==> src/rtl/std_linear_sec_scrubber_pkg.sv <==
// Shared types and constants for the linear SEC memory scrubber.
package std_linear_sec_scrubber_pkg;

    localparam int CNT_WIDTH = 16;

    typedef enum logic [2:0] {
        ST_IDLE  = 3'd0,
        ST_READ  = 3'd1,
        ST_WAIT  = 3'd2,
        ST_CHECK = 3'd3,
        ST_WRITE = 3'd4,
        ST_DONE  = 3'd5
    } state_t;

endpackage

==> src/rtl/std_linear_sec_decoder.sv <==
// Hamming SEC decoder: the syndrome names the flipped bit position, zero means clean.
module std_linear_sec_decoder #(
    parameter int P = 4
) (
    input  logic [2**P-2:0]       i_code,
    output logic [(2**P-1)-P-1:0] o_data,
    output logic                  o_corrected
);
    localparam int K = 2**P - 1;

    logic [K-1:0] cover_m [P];
    logic [P-1:0] syndrome;
    logic [K-1:0] fixed;

    genvar gi, gj;
    generate
        for (gi = 0; gi < P; gi++) begin : g_syn
            for (gj = 0; gj < K; gj++) begin : g_bit
                assign cover_m[gi][gj] = 1'(((gj + 1) >> gi) & 1);
            end
            assign syndrome[gi] = ^(i_code & cover_m[gi]);
        end
        for (gi = 0; gi < K; gi++) begin : g_fix
            assign fixed[gi] = i_code[gi] ^ (syndrome == P'(gi + 1));
            if (((gi + 1) & gi) != 0) begin : g_dat
                assign o_data[gi - $clog2(gi + 2)] = fixed[gi];
            end
        end
    endgenerate

    assign o_corrected = |syndrome;

endmodule

==> src/rtl/std_linear_sec_encoder.sv <==
// Hamming SEC encoder: codeword bit j holds position j+1, check bits sit at power-of-two positions.
module std_linear_sec_encoder #(
    parameter int P = 4
) (
    input  logic [(2**P-1)-P-1:0] i_data,
    output logic [2**P-2:0]       o_code
);
    localparam int K = 2**P - 1;

    logic [K-1:0] spread;
    logic [K-1:0] cover_m [P];

    genvar gi, gj;
    generate
        for (gi = 0; gi < K; gi++) begin : g_spread
            if (((gi + 1) & gi) == 0) begin : g_chk
                assign spread[gi] = 1'b0;
            end else begin : g_dat
                assign spread[gi] = i_data[gi - $clog2(gi + 2)];
            end
        end
        for (gi = 0; gi < P; gi++) begin : g_cover
            for (gj = 0; gj < K; gj++) begin : g_bit
                assign cover_m[gi][gj] = 1'(((gj + 1) >> gi) & 1);
            end
        end
        for (gi = 0; gi < K; gi++) begin : g_code
            if (((gi + 1) & gi) == 0) begin : g_chk
                assign o_code[gi] = ^(spread & cover_m[$clog2(gi + 1)]);
            end else begin : g_dat
                assign o_code[gi] = spread[gi];
            end
        end
    endgenerate

endmodule

==> src/rtl/std_linear_sec_scrubber.sv <==
// Sweeps every memory word once per start request, rewriting any word the SEC decoder had to fix.
module std_linear_sec_scrubber
    import std_linear_sec_scrubber_pkg::*;
#(
    parameter int P          = 4,
    parameter int ADDR_WIDTH = 8
) (
    input  logic                  i_clk,
    input  logic                  i_rst,
    input  logic                  i_start,
    output logic                  o_mem_req,
    output logic                  o_mem_we,
    output logic [ADDR_WIDTH-1:0] o_mem_addr,
    output logic [2**P-2:0]       o_mem_wdata,
    input  logic                  i_mem_ready,
    input  logic [2**P-2:0]       i_mem_rdata,
    output logic                  o_busy,
    output logic                  o_done,
    output logic [CNT_WIDTH-1:0]  o_corr_count,
    output logic [ADDR_WIDTH-1:0] o_last_err_addr
);
    localparam int K = 2**P - 1;
    localparam int N = K - P;

    state_t                state_reg, state_next;
    logic [ADDR_WIDTH-1:0] addr_reg, addr_next;
    logic [ADDR_WIDTH-1:0] last_reg, last_next;
    logic [K-1:0]          data_reg, data_next;
    logic [CNT_WIDTH-1:0]  count_reg, count_next;

    logic [N-1:0] dec_data;
    logic         dec_corrected;
    logic [K-1:0] enc_code;
    logic         last_word;

    std_linear_sec_decoder #(.P(P)) u_dec (
        .i_code      (data_reg),
        .o_data      (dec_data),
        .o_corrected (dec_corrected)
    );

    std_linear_sec_encoder #(.P(P)) u_enc (
        .i_data (dec_data),
        .o_code (enc_code)
    );

    always_ff @(posedge i_clk) begin
        if (i_rst) begin
            state_reg <= ST_IDLE;
            addr_reg  <= '0;
            last_reg  <= '0;
            data_reg  <= '0;
            count_reg <= '0;
        end else begin
            state_reg <= state_next;
            addr_reg  <= addr_next;
            last_reg  <= last_next;
            data_reg  <= data_next;
            count_reg <= count_next;
        end
    end

    assign last_word = (addr_reg == '1);

    always_comb begin
        state_next = state_reg;
        addr_next  = addr_reg;
        last_next  = last_reg;
        data_next  = data_reg;
        count_next = count_reg;
        case (state_reg)
            ST_IDLE: begin
                if (i_start) begin
                    state_next = ST_READ;
                    addr_next  = '0;
                end
            end
            ST_READ: begin
                if (i_mem_ready) state_next = ST_WAIT;
            end
            ST_WAIT: begin
                data_next  = i_mem_rdata;
                state_next = ST_CHECK;
            end
            ST_CHECK: begin
                if (dec_corrected) begin
                    state_next = ST_WRITE;
                    last_next  = addr_reg;
                    if (count_reg != '1) count_next = count_reg + CNT_WIDTH'(1);
                end else begin
                    state_next = last_word ? ST_DONE : ST_READ;
                    if (!last_word) addr_next = addr_reg + ADDR_WIDTH'(1);
                end
            end
            ST_WRITE: begin
                if (i_mem_ready) begin
                    state_next = last_word ? ST_DONE : ST_READ;
                    if (!last_word) addr_next = addr_reg + ADDR_WIDTH'(1);
                end
            end
            ST_DONE: state_next = ST_IDLE;
            default: state_next = ST_IDLE;
        endcase
    end

    // data_reg is frozen during WRITE, so the re-encoded word stays stable until granted
    always_comb begin
        o_mem_req       = (state_reg == ST_READ) || (state_reg == ST_WRITE);
        o_mem_we        = (state_reg == ST_WRITE);
        o_mem_addr      = addr_reg;
        o_mem_wdata     = enc_code;
        o_busy          = (state_reg != ST_IDLE);
        o_done          = (state_reg == ST_DONE);
        o_corr_count    = count_reg;
        o_last_err_addr = last_reg;
    end

endmodule

==> config.mk <==
export PLATFORM = sky130hd
export DESIGN_NAME = std_linear_sec_scrubber
export DESIGN_NICKNAME = d
export VERILOG_FILES = /design/src/rtl/std_linear_sec_scrubber_pkg.sv /design/src/rtl/std_linear_sec_decoder.sv /design/src/rtl/std_linear_sec_encoder.sv /design/src/rtl/std_linear_sec_scrubber.sv
export SDC_FILE = /design/constraint.sdc
export NUM_CORES = 1
export LEC_CHECK = 0
export ABC_AREA = 1
export CAP_MARGIN = 20
export CORE_MARGIN = 1.5
export CORE_UTILIZATION = 41
export DETAILED_ROUTE_END_ITERATION = 16
export PLACE_DENSITY = 0.72
export SLEW_MARGIN = 20
export SYNTH_ARGS = -nofsm -noshare
export SYNTH_HDL_FRONTEND = slang
export SYNTH_SLANG_ARGS = --single-unit
export TNS_END_PERCENT = 1
==> constraint.sdc <==
create_clock -name i_clk -period 2.8 [get_ports i_clk]
set_input_delay 0.56 -clock i_clk [delete_from_list [all_inputs] [get_ports i_clk]]
set_output_delay 0.56 -clock i_clk [all_outputs]
set_load 0.02 [all_outputs]
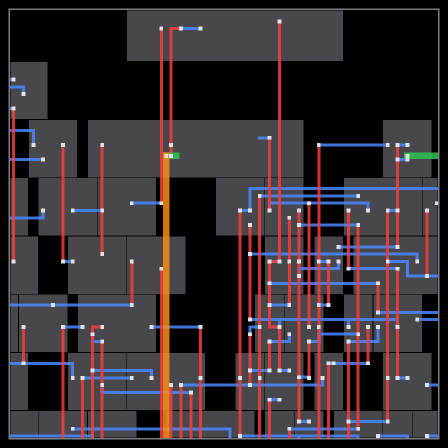
detail.png
Window x 64 to 84, y 64 to 84 µm. Cells in gray, sequential cells in the stronger gray; small squares are vias.
legend:
  metal 3:
    color: green
  metal 2:
    color: red
  metal 1:
    color: blue
  metal 4:
    color: orange
cells with their middle in the window: 29
most frequent: nand2_2 (5), nand2_1 (5), buf_4 (5)
sequential cells in the window: 0

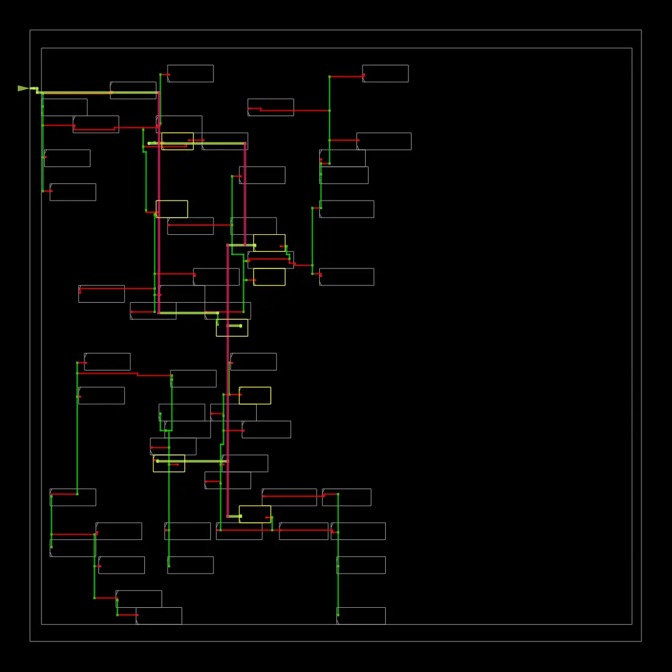
clocks.png
seq_cells: 50
total CTS buffers: 5
CTS Sinks: 50

==> impl_metrics.toml <==
# yosys + openroad results
[run_status]
status = "complete, but fails checks"
violations = "negative setup slack"

[pwr]
comb-power_mw = 2.96
power_switching_mw = 2.02
seq_power_share = 0.192
pg_clk_mw = 0.489
combPwrFrac = 0.694
p_per_area_nw_per_um2 = 763
intPower_mw = 2.25
leakagePower_nw = 2.45
power_frac_clock = 0.114
switching_share = 0.473
power-top-group = "combinational cells"
ir_drop_uv = 379
fin_total_pwr_mw = 4.27
power_sequential_mw = 0.818

[yosys]
xor_area_frac = 0.0472
ys_sh_mux = 0
syn_inst = 628
yosys-top-cells-area = "dfxtp_1 (27%), nand2_1 (25%), nand3_1 (6.5%), a21oi_1 (5.0%), inv_1 (4.9%)"
synth.logic.top_family = "simple AND/OR/NAND/NOR gates"
synth-simple-area-share = 0.481
edf_count = 0
yosysWarnings = 0
async_reset_ff_frac = 0
synth_top_area_share = 0.270
common_cells = "nand2_1 (246), dfxtp_1 (50), inv_1 (48), nand3_1 (48), nor2_1 (46)"
flop_cell = "dfxtp_1"
ys_area_um2 = 3710
ys_seq_elements = 50
top_area_cell = "dfxtp_1"
synth_nets = 649
top_cell = "nand2_1"
syn_area_um2 = 3710
postSynthAreaPerCell_um2 = 5.91
ys_types = 31

[layout]
largest_reg_flops = 16
fin_cells = 874
n_all_buffers = 147
logic_gate_count = 497
seq_area_um2 = 1030
buffer_area_frac = 0.233
lay_top_count = "nand2_1"
n_antenna_cell = 0
comb_area_frac = 0.492
top_area_cell_class = "combinational gates"
final_core_util = 0.638
seq_area_frac = 0.184
comb_area_um2 = 2760
area.growth.synth_to_final_pct = 50.9
final_cell_area_um2 = 5600
inv_count = 64
fin_nets = 786
final_cell_mix = "nand2_1 (185), buf_4 (78), nand2_2 (67)"
clkbuf_count = 8

[routing]
first_pass_iters = 4
via_count = 4384
drt-total-wl_mm = 10.7
drt-wirelength-per-cell_um = 12.2
drt_iter0_markers = 220
wl_met2_mm = 5.57
met1_length_mm = 4.47
top_layer_used = "met4"
viasPerCell = 5.02
wl_met3_um = 380
ant_nets = 0
drc = 0

[run]
maxCapViolCount = 0
tool_warnings = 28

[critical_path]
timing.rr.start = "data_reg[8]$_SDFFE_PP0P_"
worst_path_max_delay_cell = "dfxtp_4"
path_cells = "buf_6 -> xor2_2 -> nand2_2 -> nand2_2 -> nand2_4 -> nand2_4 -> nor2_4 -> buf_6 -> nand3_1 -> nand2_2 -> nand2_2 -> nand2_2 -> inv_2 -> nand2_2 -> nand2_2 -> nand2_2 -> nand2_2 -> buf_6"
rrSetupSlack_ps = 280
worst-r2r-cell-count = 18
start_kind = "register"
crit_family = "simple AND/OR/NAND/NOR gates"
crit_path_max_fanout = 7
cp_num_cells = 18
rr_endpoint = "o_corr_count[5]$_SDFFE_PP0P_"
slowest_delay_ps = 380
critPathBufInv = 4
critPathArrivalTime_ps = 2480
required_ps = 2240
worstSetupEndpoint = "o_mem_wdata[0]"
startpoint = "data_reg[10]$_SDFFE_PP0P_"
critPathKind = "reg2out"

[worst_hold_path]
hold_path_depth = 2
holdPathEnd = "o_last_err_addr[5]$_SDFFE_PP0P_"
hold_path.class = "reg2reg"
worstHoldStart = "o_last_err_addr[5]$_SDFFE_PP0P_"

[placement]
gp_congestion = 0.875
placed_cell_area_um2 = 4900
portBuffers = 69
placed_cells = 848
pre_cts_slack_ps = -402
dp_hpwl_mm = 7.45

[sta]
slew_headroom = 0.430
fmax_ghz = 0.329
tns_ps = -1210
layout_min_cycle_time_ps = 3040
rsz0062_at_grt = "true"
setup_ws_ps = -238
maxSlewViolCount = 0
worstMarginPinSlew_ps = 853
fin_hold_ws_ps = 497
hold_violations = 0
setup_viol = 7

[floorplan]
chip_area_um2 = 9620
row_count = 34
die_width_um = 98.1
io_pins = 70
tapCellCount = 108
core_um2 = 8760
dieHeight_um = 98.1

[global_route]
grt.total_usage = 0.209
use_met1 = 0.257
antenna_found_initial = 0
grt_pass1_vias = 3997
grtUsageMet3 = 0.0186
busiest_layer = "met2"
grt_pass1_wl_mm = 17.2
grt.overflow.total = 0

[clock_tree]
h-tree-depth = 2
cts_buffer_depth = 2
post_cts_resized = 79
cts_setup_buffers = 8
cts_tree = "built"
clk_latency_ps = 310
cts-root-buf = "clkbuf_8"
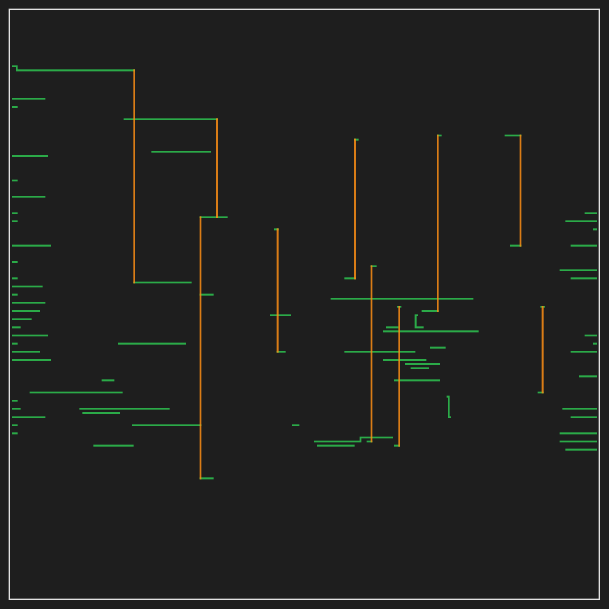
wires.png
Drawn at 6 px/µm. Only two layers are drawn.
legend:
  metal 3:
    color: green
    wire_length: 380 µm
  metal 4:
    color: orange
    wire_length: 253 µm

Power and IR drop assume default switching activity.
